[config.mk]
export PLATFORM = sky130hd
export DESIGN_NAME = bmp_compare_acc_flat
export DESIGN_NICKNAME = d
export VERILOG_FILES = /design/src/rtl/bmp_compare_acc_pkg.sv /design/src/rtl/bmp_compare_acc_if.sv /design/src/rtl/bmp_compare_acc_popcnt64.sv /design/src/rtl/bmp_compare_acc.sv /design/src/flat_wrapper.sv
export SDC_FILE = /design/constraint.sdc
export NUM_CORES = 1
export LEC_CHECK = 0
export CAP_MARGIN = 30
export CELL_PAD_IN_SITES_DETAIL_PLACEMENT = 0
export CELL_PAD_IN_SITES_GLOBAL_PLACEMENT = 1
export CORE_UTILIZATION = 41
export DETAILED_ROUTE_END_ITERATION = 8
export GPL_TIMING_DRIVEN = 0
export PLACE_DENSITY = 0.84
export SKIP_CTS_REPAIR_TIMING = 1
export SLEW_MARGIN = 20
export SYNTH_ARGS = -nofsm -noshare
export SYNTH_HDL_FRONTEND = slang
export SYNTH_SLANG_ARGS = --single-unit
[constraint.sdc]
create_clock -name clk -period 10.95 [get_ports clk]
set_input_delay 1.095 -clock clk [delete_from_list [all_inputs] [get_ports clk]]
set_output_delay 1.095 -clock clk [all_outputs]
set_load 0.05 [all_outputs]
[src/rtl/bmp_compare_acc_pkg.sv]
// Shared constants and state encoding for the bitmap compare/accumulate sequencer.
package bmp_compare_acc_pkg;
  localparam int unsigned NCOLS       = 24;
  localparam int unsigned COLW        = 64;
  localparam int unsigned NROWS       = 64;
  localparam int unsigned ROWW        = 24;
  localparam int unsigned TIMEOUT_DEF = 15;

  localparam int unsigned SCORE_W   = 11;
  localparam int unsigned MATCH_W   = 7;
  localparam int unsigned IDX_W     = 6;
  localparam int unsigned COL_IDX_W = 5;
  localparam int unsigned WAIT_W    = 4;

  typedef enum logic [2:0] {
    IDLE,
    COL_REQ,
    COL_WAIT,
    BOT_REQ,
    BOT_WAIT,
    TOP_REQ,
    TOP_WAIT,
    DONE
  } state_t;
endpackage

[src/rtl/bmp_compare_acc_if.sv]
// Request/ready link between the bitmap register (master) and the compare sequencer (slave).
interface bmp_compare_acc_if;
  import bmp_compare_acc_pkg::*;

  logic            alustart;
  logic [COLW-1:0] columnin;
  logic            colready;
  logic            finalcolumn;
  logic [ROWW-1:0] botrowin;
  logic            rowbotready;
  logic [ROWW-1:0] toprowin;
  logic            rowtopready;
  logic            nextcol;
  logic            nextrowbot;
  logic            nextrowtop;

  modport master (
    output alustart, columnin, colready, finalcolumn,
           botrowin, rowbotready, toprowin, rowtopready,
    input  nextcol, nextrowbot, nextrowtop
  );

  modport slave (
    input  alustart, columnin, colready, finalcolumn,
           botrowin, rowbotready, toprowin, rowtopready,
    output nextcol, nextrowbot, nextrowtop
  );
endinterface

[src/rtl/bmp_compare_acc_popcnt64.sv]
// Combinational 64-bit population count as a two-level adder tree (8 bytes, then byte sums).
module popcnt64
  import bmp_compare_acc_pkg::*;
(
  input  logic [COLW-1:0]    data_i,
  output logic [MATCH_W-1:0] count_o
);
  logic [3:0] grp [8];

  always_comb begin
    for (int g = 0; g < 8; g++) begin
      grp[g] = '0;
      for (int b = 0; b < 8; b++) begin
        grp[g] = grp[g] + {3'b000, data_i[g*8+b]};
      end
    end
    count_o = '0;
    for (int g = 0; g < 8; g++) begin
      count_o = count_o + {3'b000, grp[g]};
    end
  end
endmodule

[src/rtl/bmp_compare_acc.sv]
// Pulls every column slice and scores it against the template, then scans rows
// bottom-up and top-down to find the vertical ink extent.
module bmp_compare_acc
  import bmp_compare_acc_pkg::*;
#(
  parameter int unsigned TIMEOUT = TIMEOUT_DEF
) (
  input  logic                 clk,
  input  logic                 rst_n,
  bmp_compare_acc_if.slave     bus,
  input  logic                 template_wr,
  input  logic [COLW-1:0]      template_in,
  output logic                 busy,
  output logic                 done,
  output logic [SCORE_W-1:0]   score,
  output logic [COL_IDX_W-1:0] best_col,
  output logic [MATCH_W-1:0]   best_match,
  output logic [IDX_W-1:0]     bot_row,
  output logic [IDX_W-1:0]     top_row,
  output logic                 blank,
  output logic                 err_timeout
);
  state_t               state_q, state_d;
  logic [COLW-1:0]      template_q, template_d;
  logic [COL_IDX_W-1:0] col_cnt_q, col_cnt_d;
  logic [IDX_W-1:0]     row_idx_q, row_idx_d;
  logic [WAIT_W-1:0]    wait_q, wait_d;
  logic [SCORE_W-1:0]   score_q, score_d;
  logic [COL_IDX_W-1:0] best_col_q, best_col_d;
  logic [MATCH_W-1:0]   best_match_q, best_match_d;
  logic [IDX_W-1:0]     bot_row_q, bot_row_d, top_row_q, top_row_d;
  logic                 blank_q, blank_d, err_q, err_d;
  logic                 nextcol_q, nextcol_d, nextbot_q, nextbot_d, nexttop_q, nexttop_d;
  logic [MATCH_W-1:0]   match;
  logic                 wait_expired;

  popcnt64 u_popcnt (
    .data_i  (~(bus.columnin ^ template_q)),
    .count_o (match)
  );

  assign wait_expired = (wait_q == WAIT_W'(TIMEOUT));
  assign busy         = (state_q != IDLE) && (state_q != DONE);

  always_comb begin
    state_d      = state_q;
    template_d   = template_q;
    col_cnt_d    = col_cnt_q;
    row_idx_d    = row_idx_q;
    wait_d       = wait_q;
    score_d      = score_q;
    best_col_d   = best_col_q;
    best_match_d = best_match_q;
    bot_row_d    = bot_row_q;
    top_row_d    = top_row_q;
    blank_d      = blank_q;
    err_d        = err_q;
    nextcol_d    = 1'b0;
    nextbot_d    = 1'b0;
    nexttop_d    = 1'b0;

    if (template_wr && !busy) template_d = template_in;

    unique case (state_q)
      IDLE: begin
        if (bus.alustart) begin
          score_d      = '0;
          best_col_d   = '0;
          best_match_d = '0;
          bot_row_d    = '0;
          top_row_d    = '0;
          blank_d      = 1'b0;
          err_d        = 1'b0;
          col_cnt_d    = '0;
          state_d      = COL_REQ;
        end
      end
      COL_REQ: begin
        if (bus.finalcolumn || (col_cnt_q == COL_IDX_W'(NCOLS))) begin
          row_idx_d = '0;
          state_d   = BOT_REQ;
        end else begin
          nextcol_d = 1'b1;
          wait_d    = '0;
          state_d   = COL_WAIT;
        end
      end
      COL_WAIT: begin
        if (bus.colready) begin
          score_d = score_q + SCORE_W'(match);
          // Column 0 seeds the best; later ties keep the earlier column.
          if ((col_cnt_q == '0) || (match > best_match_q)) begin
            best_match_d = match;
            best_col_d   = col_cnt_q;
          end
          col_cnt_d = col_cnt_q + 1'b1;
          state_d   = COL_REQ;
        end else if (wait_expired) begin
          err_d   = 1'b1;
          state_d = DONE;
        end else begin
          wait_d = wait_q + 1'b1;
        end
      end
      BOT_REQ: begin
        nextbot_d = 1'b1;
        wait_d    = '0;
        state_d   = BOT_WAIT;
      end
      BOT_WAIT: begin
        if (bus.rowbotready) begin
          if (|bus.botrowin) begin
            bot_row_d = row_idx_q;
            row_idx_d = IDX_W'(NROWS - 1);
            state_d   = TOP_REQ;
          end else if (row_idx_q == IDX_W'(NROWS - 1)) begin
            blank_d   = 1'b1;
            bot_row_d = '0;
            top_row_d = '0;
            state_d   = DONE;
          end else begin
            row_idx_d = row_idx_q + 1'b1;
            state_d   = BOT_REQ;
          end
        end else if (wait_expired) begin
          err_d   = 1'b1;
          state_d = DONE;
        end else begin
          wait_d = wait_q + 1'b1;
        end
      end
      TOP_REQ: begin
        nexttop_d = 1'b1;
        wait_d    = '0;
        state_d   = TOP_WAIT;
      end
      TOP_WAIT: begin
        // The bottom scan already proved a set row exists, so this always terminates.
        if (bus.rowtopready) begin
          if (|bus.toprowin) begin
            top_row_d = row_idx_q;
            state_d   = DONE;
          end else begin
            row_idx_d = row_idx_q - 1'b1;
            state_d   = TOP_REQ;
          end
        end else if (wait_expired) begin
          err_d   = 1'b1;
          state_d = DONE;
        end else begin
          wait_d = wait_q + 1'b1;
        end
      end
      DONE:    state_d = IDLE;
      default: state_d = IDLE;
    endcase
  end

  always_ff @(posedge clk or negedge rst_n) begin
    if (!rst_n) begin
      state_q      <= IDLE;
      template_q   <= '0;
      col_cnt_q    <= '0;
      row_idx_q    <= '0;
      wait_q       <= '0;
      score_q      <= '0;
      best_col_q   <= '0;
      best_match_q <= '0;
      bot_row_q    <= '0;
      top_row_q    <= '0;
      blank_q      <= 1'b0;
      err_q        <= 1'b0;
      nextcol_q    <= 1'b0;
      nextbot_q    <= 1'b0;
      nexttop_q    <= 1'b0;
    end else begin
      state_q      <= state_d;
      template_q   <= template_d;
      col_cnt_q    <= col_cnt_d;
      row_idx_q    <= row_idx_d;
      wait_q       <= wait_d;
      score_q      <= score_d;
      best_col_q   <= best_col_d;
      best_match_q <= best_match_d;
      bot_row_q    <= bot_row_d;
      top_row_q    <= top_row_d;
      blank_q      <= blank_d;
      err_q        <= err_d;
      nextcol_q    <= nextcol_d;
      nextbot_q    <= nextbot_d;
      nexttop_q    <= nexttop_d;
    end
  end

  assign done           = (state_q == DONE);
  assign score          = score_q;
  assign best_col       = best_col_q;
  assign best_match     = best_match_q;
  assign bot_row        = bot_row_q;
  assign top_row        = top_row_q;
  assign blank          = blank_q;
  assign err_timeout    = err_q;
  assign bus.nextcol    = nextcol_q;
  assign bus.nextrowbot = nextbot_q;
  assign bus.nextrowtop = nexttop_q;
endmodule
[src/flat_wrapper.sv]
// flat-port wrapper written by rule: the top's interface ports become plain ports
module bmp_compare_acc_flat import bmp_compare_acc_pkg::*;
#(
  parameter int unsigned TIMEOUT = TIMEOUT_DEF
)
  (clk, rst_n, template_wr, template_in, busy, done, score, best_col, best_match, bot_row, top_row, blank, err_timeout, bus_alustart, bus_columnin, bus_colready, bus_finalcolumn, bus_botrowin, bus_rowbotready, bus_toprowin, bus_rowtopready, bus_nextcol, bus_nextrowbot, bus_nextrowtop);
  bmp_compare_acc_if bus_i ();
  input  logic clk;
  input  logic rst_n;
  input  logic template_wr;
  input  logic [COLW-1:0] template_in;
  output logic busy;
  output logic done;
  output logic [SCORE_W-1:0] score;
  output logic [COL_IDX_W-1:0] best_col;
  output logic [MATCH_W-1:0] best_match;
  output logic [IDX_W-1:0] bot_row;
  output logic [IDX_W-1:0] top_row;
  output logic blank;
  output logic err_timeout;
  input wire logic [$bits(bus_i.alustart)-1:0] bus_alustart;
  input wire logic [$bits(bus_i.columnin)-1:0] bus_columnin;
  input wire logic [$bits(bus_i.colready)-1:0] bus_colready;
  input wire logic [$bits(bus_i.finalcolumn)-1:0] bus_finalcolumn;
  input wire logic [$bits(bus_i.botrowin)-1:0] bus_botrowin;
  input wire logic [$bits(bus_i.rowbotready)-1:0] bus_rowbotready;
  input wire logic [$bits(bus_i.toprowin)-1:0] bus_toprowin;
  input wire logic [$bits(bus_i.rowtopready)-1:0] bus_rowtopready;
  output wire logic [$bits(bus_i.nextcol)-1:0] bus_nextcol;
  output wire logic [$bits(bus_i.nextrowbot)-1:0] bus_nextrowbot;
  output wire logic [$bits(bus_i.nextrowtop)-1:0] bus_nextrowtop;
  assign bus_i.alustart = bus_alustart;
  assign bus_i.columnin = bus_columnin;
  assign bus_i.colready = bus_colready;
  assign bus_i.finalcolumn = bus_finalcolumn;
  assign bus_i.botrowin = bus_botrowin;
  assign bus_i.rowbotready = bus_rowbotready;
  assign bus_i.toprowin = bus_toprowin;
  assign bus_i.rowtopready = bus_rowtopready;
  assign bus_nextcol = bus_i.nextcol;
  assign bus_nextrowbot = bus_i.nextrowbot;
  assign bus_nextrowtop = bus_i.nextrowtop;
  bmp_compare_acc #(.TIMEOUT(TIMEOUT)) u_core (.clk(clk), .rst_n(rst_n), .bus(bus_i), .template_wr(template_wr), .template_in(template_in), .busy(busy), .done(done), .score(score), .best_col(best_col), .best_match(best_match), .bot_row(bot_row), .top_row(top_row), .blank(blank), .err_timeout(err_timeout));
endmodule
run_1/layer_met1.png
Supply wires on this layer in grey.
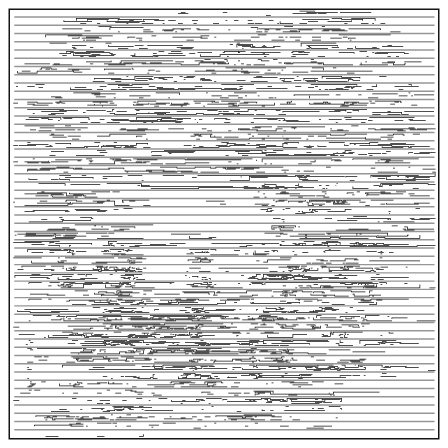
The wires run mostly horizontal. The longest straight run is 39.1 µm. The layer carries 8880 µm of wire.
via count: 5884
global-route met1 utilization: 0.2827
Post-Route WL: 19250 µm

run_1/layer_met2.png
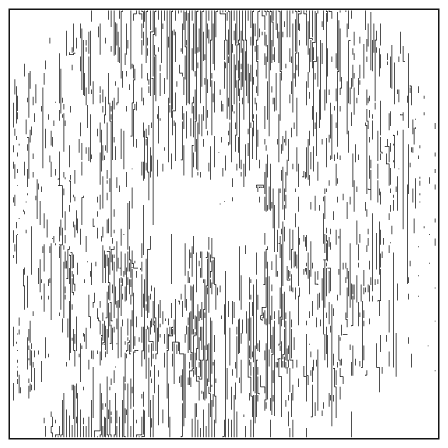
The wires run mostly vertical. The layer holds 48% of the routed length. The layer carries 9310 µm of wire. The longest straight run is 54.6 µm. 1042 nets have wire on it.
met2 Resource Use GR: 0.3362

run_1/layer_met3.png
The bar under the picture is 50 µm long.
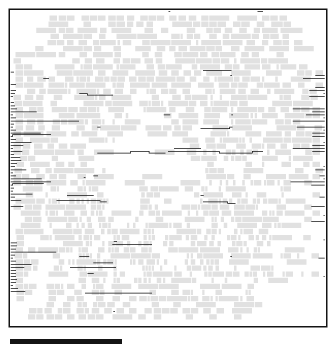
The layer carries 712 µm of wire. 99 nets have wire on it. The wires run mostly horizontal. The longest straight run is 30.1 µm. The layer holds 3.7% of the routed length.

run_1/layer_met4.png
Supply wires on this layer in grey.
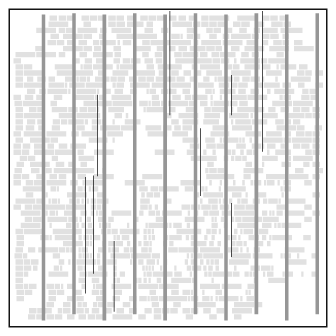
The layer carries 343 µm of wire. 5 nets have wire on it. The layer holds 1.8% of the routed length.

==> flow_summary.toml, run 1 <==
# yosys + openroad results
[drt]
viasPerCell = 4.823
drtIter0Drc = 254
routedWlPerCell_um = 15.78
drtAntennaViolNets = 0
drcViolationCount = 0

[sta]
report.final.setup_viol = 0
tns_ns = 0
period_used_share = 0.7685
hold_viol = 0
rsz0062_at_grt = "no"
fmax_ghz = 0.1188
fin_skew_ns = 0.007371
slew_headroom = 0.5035
fin_crit_ns = 8.416
worstMarginPinSlew_ns = 0.7446
finalMaxSlewViolations = 0

[logic_synthesis]
ys.flops = 122
synthArstFlopShare = 1.000
yosys_warnings = 0
fa_ha_area_frac = 0.1927
top_cells_by_area = "dfrtp_1, fa_1, mux2_2"
ys_area_mm2 = 0.007921
synth.cell_area_mm2 = 0.007921
synth_cells = 702
avgSynthCellArea_um2 = 11.28
top_area_frac = 0.3854
ys_sh_simple = 0.08672
ys_cells = 702
edf_count = 0
seq_area_frac_synth = 0.3854
ys.flop_type = "dfrtp_1"
synth.distinct_cells = 59
aoi_share = 0.08261
synthTopLogicFamily = "adder cells"
top_area_cell = "dfrtp_1"
synthXorXnorAreaFrac = 0.08403
fp_nets = 975

[run_status]
status = "finished clean"

[cts]
tritoncts = "yes"
clk_path_buf_depth = 2
clk-insertion-delay-late_ns = 0.42
clk_pin_slew_worst_paths_ns = 0.06
numCtsBuffers = 17
cts-root-buf = "clkbuf_16"
cts.sinks = 122
h-tree-depth = 4

[global_routing]
grt_pass1_vias = 6269
grt_start_max_net_pins = 72
grt_pass1_wl_um = 32030
grt_overflow = 0
globalRouteTotalUtil = 0.2079
antenna_found_initial = 0

[die]
die_y_um = 141.0
die-area_mm2 = 0.01988
fp_util = 0.4207
row_count = 50
ioPinCount = 226
die_width_um = 141.0
core_region_area_mm2 = 0.01883

[min_path]
holdCritPathClass = "reg -> reg"

[cells_and_area]
antennaDiodeCount = 0
fillers = 1649
layout-drive-gt1-share = 0.1302
final_nets = 1220
area_growth_pct = 40.42

[setup_path]
worst-path-max-fanout = 10
critPathCaptureType = "register"
start_kind = "input port"
crit_required_ns = 11.25
crit_arrival_ns = 8.71

[placed_design]
dp_hpwl_um = 15070
finalWeightedCongestion = 0.8067
io_buffers = 225

[flow_run]
tool_warnings = 30
maxCapViolations = 0
run 1: sequential cells by signal, indices dropped and copies added (netlist names), 3 cells and up:
name,cells
u_core.row_idx_q,6
u_core.top_row,6
u_core.template_q,64
u_core.wait_q,4
u_core.bot_row,6
u_core.col_cnt_q,5
u_core.state_q,3
u_core.score,11
u_core.best_col,5
u_core.best_match,7
run 1: critical path: stages:
cell             delay [ns]
clkdlybuf4s50_1        0.41
xor2_1                 0.17
fa_1                   0.54
inv_1                  0.05
fa_1                   0.45
fa_1                   0.56
inv_1                  0.07
fa_1                   0.55
inv_1                  0.08
fa_1                   0.54
fa_1                   0.45
fa_1                   0.55
inv_1                  0.05
fa_1                   0.59
inv_1                  0.06
ha_1                   0.30
a211oi_1               0.29
o21bai_1               0.11
a21oi_1                0.18
xnor2_1                0.20
ha_1                   0.31
nand4_1                0.12
a21oi_1                0.06
a2111oi_0              0.40
o2bb2ai_1              0.17
buf_4                  0.24
mux2i_1                0.13
run 1: synthesized netlist by cell type, types with 7 or more instances:
master   instances
mux2i_1         12
o31ai_1         11
fa_1            55
xnor2_1         37
nor2_1          34
nand4_1          7
nand3_1          7
a21oi_1         24
xor2_1          39
inv_1           74
o21ai_0         20
nand2_1         42
buf_2           11
nor3_1           9
dfrtp_1        122
nor4_1          12
mux2_2          69
ha_1            34
run 1: per-layer routing:
metal	wire length, µm	vias up	GRT usage
met5	0	-	0
met4	342	0	0.06693
met3	711	23	0.03872
met2	9312	129	0.3362
met1	8881	2845	0.2827
li1	-	2887	-
run 1: layout make-up:
cell class	count	area (µm²)	share of cell area
inverter	74	277.8	0.02497
multi-input combinational	487	4487	0.4034
clock buffer	21	480.5	0.04319
clock inverter	11	111.4	0.01001
sequential	122	3053	0.2745
timing repair buffer	226	2285	0.2054
buffer	19	103.9	0.009336
tap	260	325.3	0.02925
run 1: path summary, 6_finish.rpt:
check / start / endpoint / slack, ns / cells past startpoint
worst max-delay path: bus_columnin[35] / u_core.best_col[1] / 2.53 / 27
worst min register to register: u_core.bot_row[4] / u_core.bot_row[4] / 0.49 / 2
max in group asynchronous: rst_n / u_core.bot_row[1] / 9.65 / 2
worst max register to register: u_core.template_q[35] / u_core.best_col[1] / 3.22 / 26
worst min-delay path: u_core.bot_row[4] / u_core.bot_row[4] / 0.49 / 2
min in group asynchronous: rst_n / u_core.template_q[9] / 0.58 / 1
run 1: layout by cell type, fill, tap and decap left out, types with 12 or more instances in the layout:
cell type / instances
ha_1: 34
a21oi_1: 24
o21ai_0: 20
fa_1: 55
nor4_1: 12
nand2_1: 42
clkbuf_16: 17
xor2_1: 39
dfrtp_1: 122
clkdlybuf4s50_1: 224
mux2i_1: 12
mux2_2: 69
inv_1: 74
xnor2_1: 37
nor2_1: 34
run 1: through the flow:
step | instance area, µm² | utilization | worst slack (ns) | std cells | hold slack (ns)
global placement | 10500 | 0.5575 | 2.143 | 1187 | 0.4686
finish | 11120 | 0.5907 | 2.534 | 1220 | 0.4896
detailed placement | 10530 | 0.5593 | 2.140 | 1188 | 0.4711
floorplan | 7921 | - | 3.101 | 702 | 0.4904
CTS | 11120 | 0.5907 | 2.507 | 1220 | 0.4895
global route | 11120 | 0.5907 | 2.106 | 1220 | 0.5245
==> run 2: changes to the inputs <==
--- a/config.mk
+++ b/config.mk
@@ -8,10 +8,10 @@
 export CAP_MARGIN = 30
 export CELL_PAD_IN_SITES_DETAIL_PLACEMENT = 0
 export CELL_PAD_IN_SITES_GLOBAL_PLACEMENT = 1
-export CORE_UTILIZATION = 41
+export CORE_UTILIZATION = 34
 export DETAILED_ROUTE_END_ITERATION = 8
 export GPL_TIMING_DRIVEN = 0
-export PLACE_DENSITY = 0.84
+export PLACE_DENSITY = 0.74
 export SKIP_CTS_REPAIR_TIMING = 1
 export SLEW_MARGIN = 20
 export SYNTH_ARGS = -nofsm -noshare
==> constraint.sdc (replaced) <==
create_clock -name clk -period 7.1 [get_ports clk]
set_input_delay 0.71 -clock clk [delete_from_list [all_inputs] [get_ports clk]]
set_output_delay 0.71 -clock clk [all_outputs]
set_load 0.05 [all_outputs]
run_2/layer_met2.png
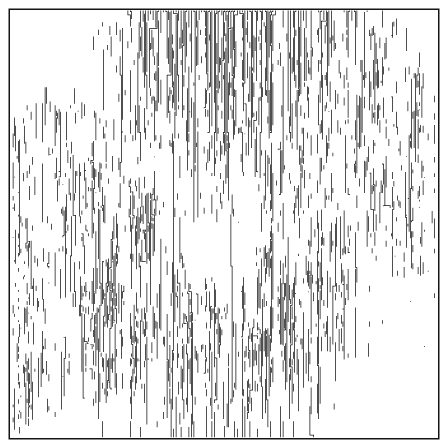
The longest straight run is 75.6 µm. The layer holds 50% of the routed length. 1051 nets have wire on it.

run_2/layer_met1.png
Supply wires on this layer in grey.
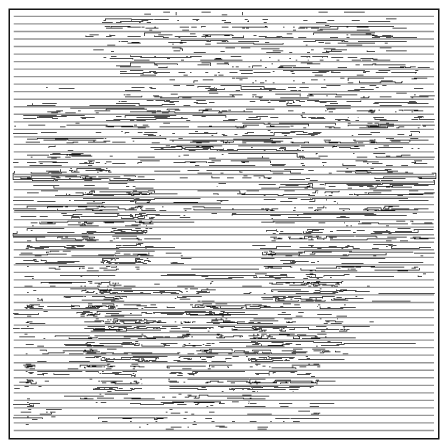
The layer holds 44% of the routed length. 1067 nets have wire on it. The layer carries 8980 µm of wire. The wires run mostly horizontal.

==> flow_summary.toml, run 2 <==
# yosys + openroad results
[run_status]
status = "finished with violations"
failed_checks = "negative setup slack"

[drt]
routedWlPerCell_um = 16.48
num_vias = 5967
viasPerCell = 4.785
drtAntennaViolNets = 0

[cts]
clk_pin_slew_worst_paths_ns = 0.06
clk-insertion-delay-late_ns = 0.42
cts.sinks = 122
tritoncts = "yes"

[die]
die_width_um = 154.6

[logic_synthesis]
top_area_frac = 0.3854
synthArstFlopShare = 1.000
fp_nets = 975
edf_count = 0
top_cells_by_area = "dfrtp_1, fa_1, mux2_2"
ys_top_cells_by_count = "dfrtp_1, inv_1, mux2_2"
synth_cells = 702
synth.cell_area_mm2 = 0.007921
synth.distinct_cells = 59
ys_area_mm2 = 0.007921

[global_routing]
grt_start_max_net_pins = 63
antenna_found_initial = 2
top_usage_layer = "met2"

[sta]
hold_viol = 0
fin_skew_ns = 0.01088
setup_ws_ns = -0.3826
report.final.setup_viol = 17

[cells_and_area]
final_nets = 1223
final_core_util = 0.5122
final_area_mm2 = 0.01163
largest_reg_flops = 64

[min_path]
holdCritPathClass = "in -> async"

[placed_design]
io_buffers = 225
dp.cells = 1213

[setup_path]
crit_required_ns = 7.39

[flow_run]
tool_warnings = 32
==> run 2: netlist changes by cell type in the layout (fill, tap and decap cells not counted), moves of 5 or more <==
cell	before	now
clkdlybuf4s50_1	224	191
dlymetal6s2s_1	0	32
xnor2_1	37	15
xnor2_2	0	22
xor2_1	39	29
xor2_2	0	10
ha_1	34	28
inv_1	74	69
inv_2	0	5
==> run 2: final timing paths <==
kind                                             from  cells after the start               endpoint
worst max-delay path                 bus_columnin[45]                     27   u_core.best_match[1]
worst min-delay path                            rst_n                      1  u_core.template_q[15]
worst max register to register  u_core.template_q[45]                     26   u_core.best_match[1]
worst min register to register      u_core.bot_row[4]                      2      u_core.bot_row[4]
max in group asynchronous                       rst_n                      2    u_core.col_cnt_q[2]
min in group clk                    u_core.bot_row[4]                      2      u_core.bot_row[4]
==> run 2: kinds of logic after synthesis <==
| kind of cell | synth area share |
|---|---|
| flops | 0.3854 |
| buf+inv | 0.04818 |
| simple gates | 0.08672 |
| xor+xnor | 0.08403 |
| compound gates | 0.08261 |
| mux | 0.1204 |
| fa+ha+maj | 0.1927 |
==> run 2: critical path, stage by stage <==
cell	delay, ns
clkbuf_2	0.10
xor2_2	0.18
fa_1	0.57
inv_2	0.05
fa_2	0.57
inv_2	0.04
fa_1	0.52
fa_1	0.57
fa_1	0.45
fa_1	0.52
fa_1	0.53
fa_1	0.50
inv_2	0.08
ha_4	0.14
inv_2	0.04
fa_2	0.37
nor2b_2	0.12
o21ai_1	0.06
nand2b_1	0.13
xor2_2	0.19
ha_1	0.28
a21oi_2	0.16
nor2_2	0.07
a2111oi_4	0.32
o2bb2ai_2	0.10
buf_4	0.15
mux2_2	0.26
==> run 2: layer usage <==
layer  wire (µm)  share of wire
met3        1121          0.055
met5          11        0.00054
met2       10240           0.50
met4         198         0.0096
met1        8978           0.44
==> run 2: layout make-up <==
| cell class | count | area (µm²) |
|---|---|---|
| Antenna cell | 1 | 2.502 |
| Sequential cell | 122 | 3053 |
| Multi-Input combinational cell | 487 | 4861 |
| Clock inverter | 11 | 147.6 |
| Inverter | 74 | 277.8 |
| Timing Repair Buffer | 229 | 2382 |
| Clock buffer | 19 | 442.9 |
| Fill cell | 2038 | 11080 |
| Tap cell | 285 | 356.6 |
| Buffer | 19 | 107.6 |
==> run 2: through the flow <==
stage | worst slack [ns] | hold slack (ns) | setup TNS (ns)
floorplan | -0.1982 | 0.4144 | -2.444
finish | -0.3826 | 0.2129 | -4.382
global route | -0.6434 | 0.2250 | -9.150
global placement | -1.270 | 0.4658 | -21.45
CTS | -0.8402 | 0.2252 | -12.83
detailed placement | -1.271 | 0.4699 | -21.54
==> run 3: changes to the inputs <==
--- a/config.mk
+++ b/config.mk
@@ -10,7 +10,6 @@
 export CELL_PAD_IN_SITES_GLOBAL_PLACEMENT = 1
 export CORE_UTILIZATION = 34
 export DETAILED_ROUTE_END_ITERATION = 8
-export GPL_TIMING_DRIVEN = 0
 export PLACE_DENSITY = 0.74
 export SKIP_CTS_REPAIR_TIMING = 1
 export SLEW_MARGIN = 20
==> constraint.sdc (replaced) <==
create_clock -name clk -period 6.6 [get_ports clk]
set_input_delay 0.66 -clock clk [delete_from_list [all_inputs] [get_ports clk]]
set_output_delay 0.66 -clock clk [all_outputs]
set_load 0.05 [all_outputs]
run_3/layer_met1.png
Supply wires on this layer in grey.
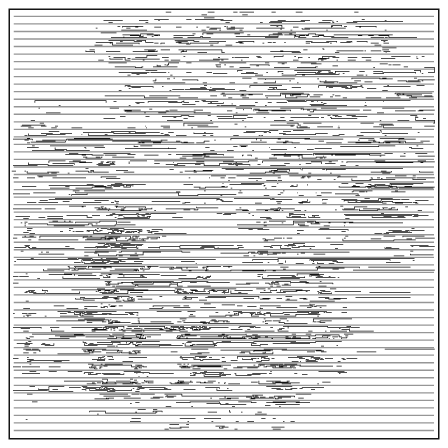
The layer carries 9130 µm of wire. The wires run mostly horizontal.
via count: 6056
Post-Route WL: 21000 µm
global-route met1 utilization: 0.2307

run_3/layer_met3.png
The bar under the picture is 50 µm long.
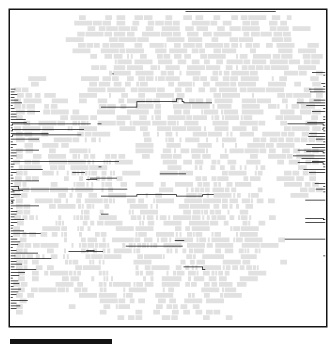
GRT met3 Usage: 0.04539

==> flow_summary.toml, run 3 <==
# yosys + openroad results
[cells_and_area]
final_area_mm2 = 0.01197
layout-drive-gt1-share = 0.2296
final_nets = 1240
regMostFlops = "u_core.template_q"
fillers = 2028
lay_top_count = "clkdlybuf4s50_1"
largest_reg_flops = 64
final_core_util = 0.5269

[sta]
report.final.setup_viol = 20
fmax_ghz = 0.1360
setup_ws_ns = -0.7545
period_used_share = 1.114
slew_headroom = 0.3967

[flow_run]
maxCapViolations = 0

[setup_path]
cp_slowest_cell = "fa_1"
crit_arrival_ns = 7.65
crit_family = "adder cells"
crit_required_ns = 6.90

[run_status]
status = "finished with violations"
failed_checks = "negative setup slack"

[global_routing]
grt_pass1_wl_um = 33100
antenna_found_initial = 0
grt_start_max_net_pins = 67

[logic_synthesis]
ys.flop_type = "dfrtp_1"
ys_top_cells_by_count = "dfrtp_1, inv_1, mux2_2"
top_cells_by_area = "dfrtp_1, fa_1, mux2_2"

[placed_design]
dp_hpwl_um = 15740
place_ws_ns = -1.542
placed_cell_area_mm2 = 0.01075

[die]
row_count = 55
die-area_mm2 = 0.02391
die_y_um = 154.6
ioPinCount = 226

[cts]
h-tree-depth = 4
cts.sinks = 122

[drt]
viasPerCell = 4.787
drtIter0Drc = 219
-- run 3: netlist changes by cell type in the layout (fill, tap and decap cells not counted), moves of 3 or more --
cell / delta
buf_2: -11
buf_4: +29
buf_6: +5
clkbuf_1: -5
fa_1: -5
fa_2: +5
ha_1: -3
o21ai_0: -6
o21ai_1: +4
-- run 3: path summary, 6_finish.rpt --
check,endpoint,startpoint,slack (ns)
worst max register to register,u_core.best_match[6],u_core.template_q[35],-0.74
worst min register to register,u_core.bot_row[3],u_core.bot_row[3],0.48
max in group asynchronous,u_core.state_q[0],rst_n,5.12
worst min-delay path,u_core.template_q[13],rst_n,0.31
min in group clk,u_core.bot_row[3],u_core.bot_row[3],0.48
worst max-delay path,u_core.best_match[6],bus_columnin[35],-0.75
-- run 3: routing by layer --
metal  up-vias  GRT usage  wire [µm]
met5         -          0          0
met4         0    0.04668        182
met3        12    0.04539       1099
met2       151     0.3034      10590
met1      2977     0.2307       9133
li1       2916          -          -
-- run 3: layout make-up --
type,instances,area [µm²],share of cell area
Tap cell,285,356.6,0.02980
Clock inverter,12,171.4,0.01432
Timing Repair Buffer,265,2675,0.2235
Multi-Input combinational cell,487,4976,0.4158
Clock buffer,20,456.7,0.03816
Sequential cell,122,3053,0.2551
Inverter,74,277.8,0.02321
-- run 3: logic make-up (layout without fill, tap and decap cells) --
logic type / after synthesis / in the layout / share of synthesized area
buf+inv: 93 / 371 / 0.04818
flops: 122 / 122 / 0.3854
xor+xnor: 76 / 76 / 0.08403
fa+ha+maj: 89 / 89 / 0.1927
simple gates: 138 / 138 / 0.08672
mux: 86 / 86 / 0.1204
compound gates: 98 / 98 / 0.08261
-- run 3: stage by stage --
step | hold WS [ns] | std cells
2_1_floorplan | 0.3644 | 702
3_3_place_gp | 0.4606 | 1229
3_5_place_dp | 0.4709 | 1229
4_1_cts | 0.3448 | 1261
5_1_grt | 0.3723 | 1265
6_report | 0.3068 | 1265
-- run 3: worst register-to-register path: stages (launching register included) --
cell	delay, ns
dfrtp_1	0.40
xor2_2	0.16
fa_1	0.55
inv_2	0.04
fa_2	0.57
inv_2	0.04
fa_1	0.52
fa_1	0.58
fa_1	0.44
fa_1	0.58
fa_1	0.45
fa_1	0.48
inv_1	0.07
ha_2	0.18
inv_2	0.04
fa_2	0.35
nor2b_2	0.12
o21ai_1	0.07
nand2b_1	0.14
xor2_2	0.19
ha_1	0.27
nand4_1	0.14
a21oi_2	0.07
a2111oi_4	0.34
o2bb2ai_4	0.13
mux2_4	0.31

## Gallery

Clock nets.
Plate I
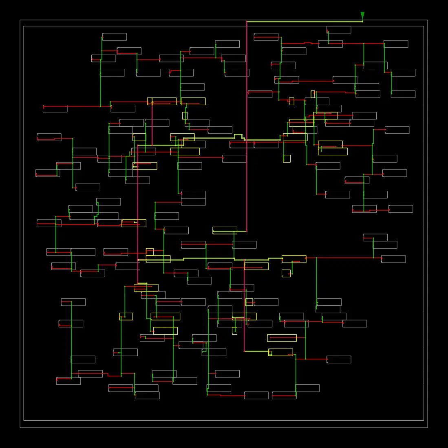
Plate II
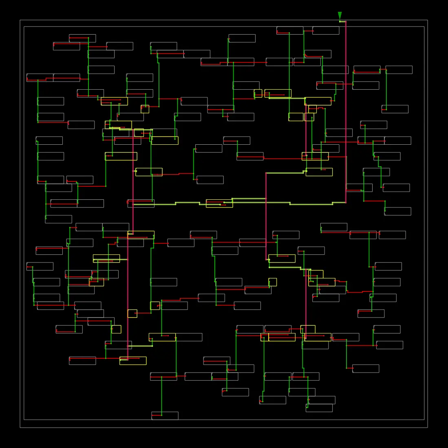
Plate III
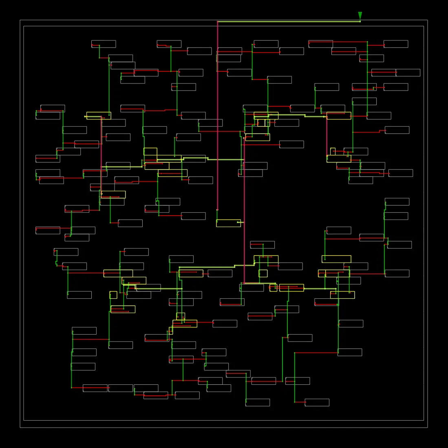
For run 3, see Plate I.
For run 1, see Plate II.
For run 2, see Plate III.

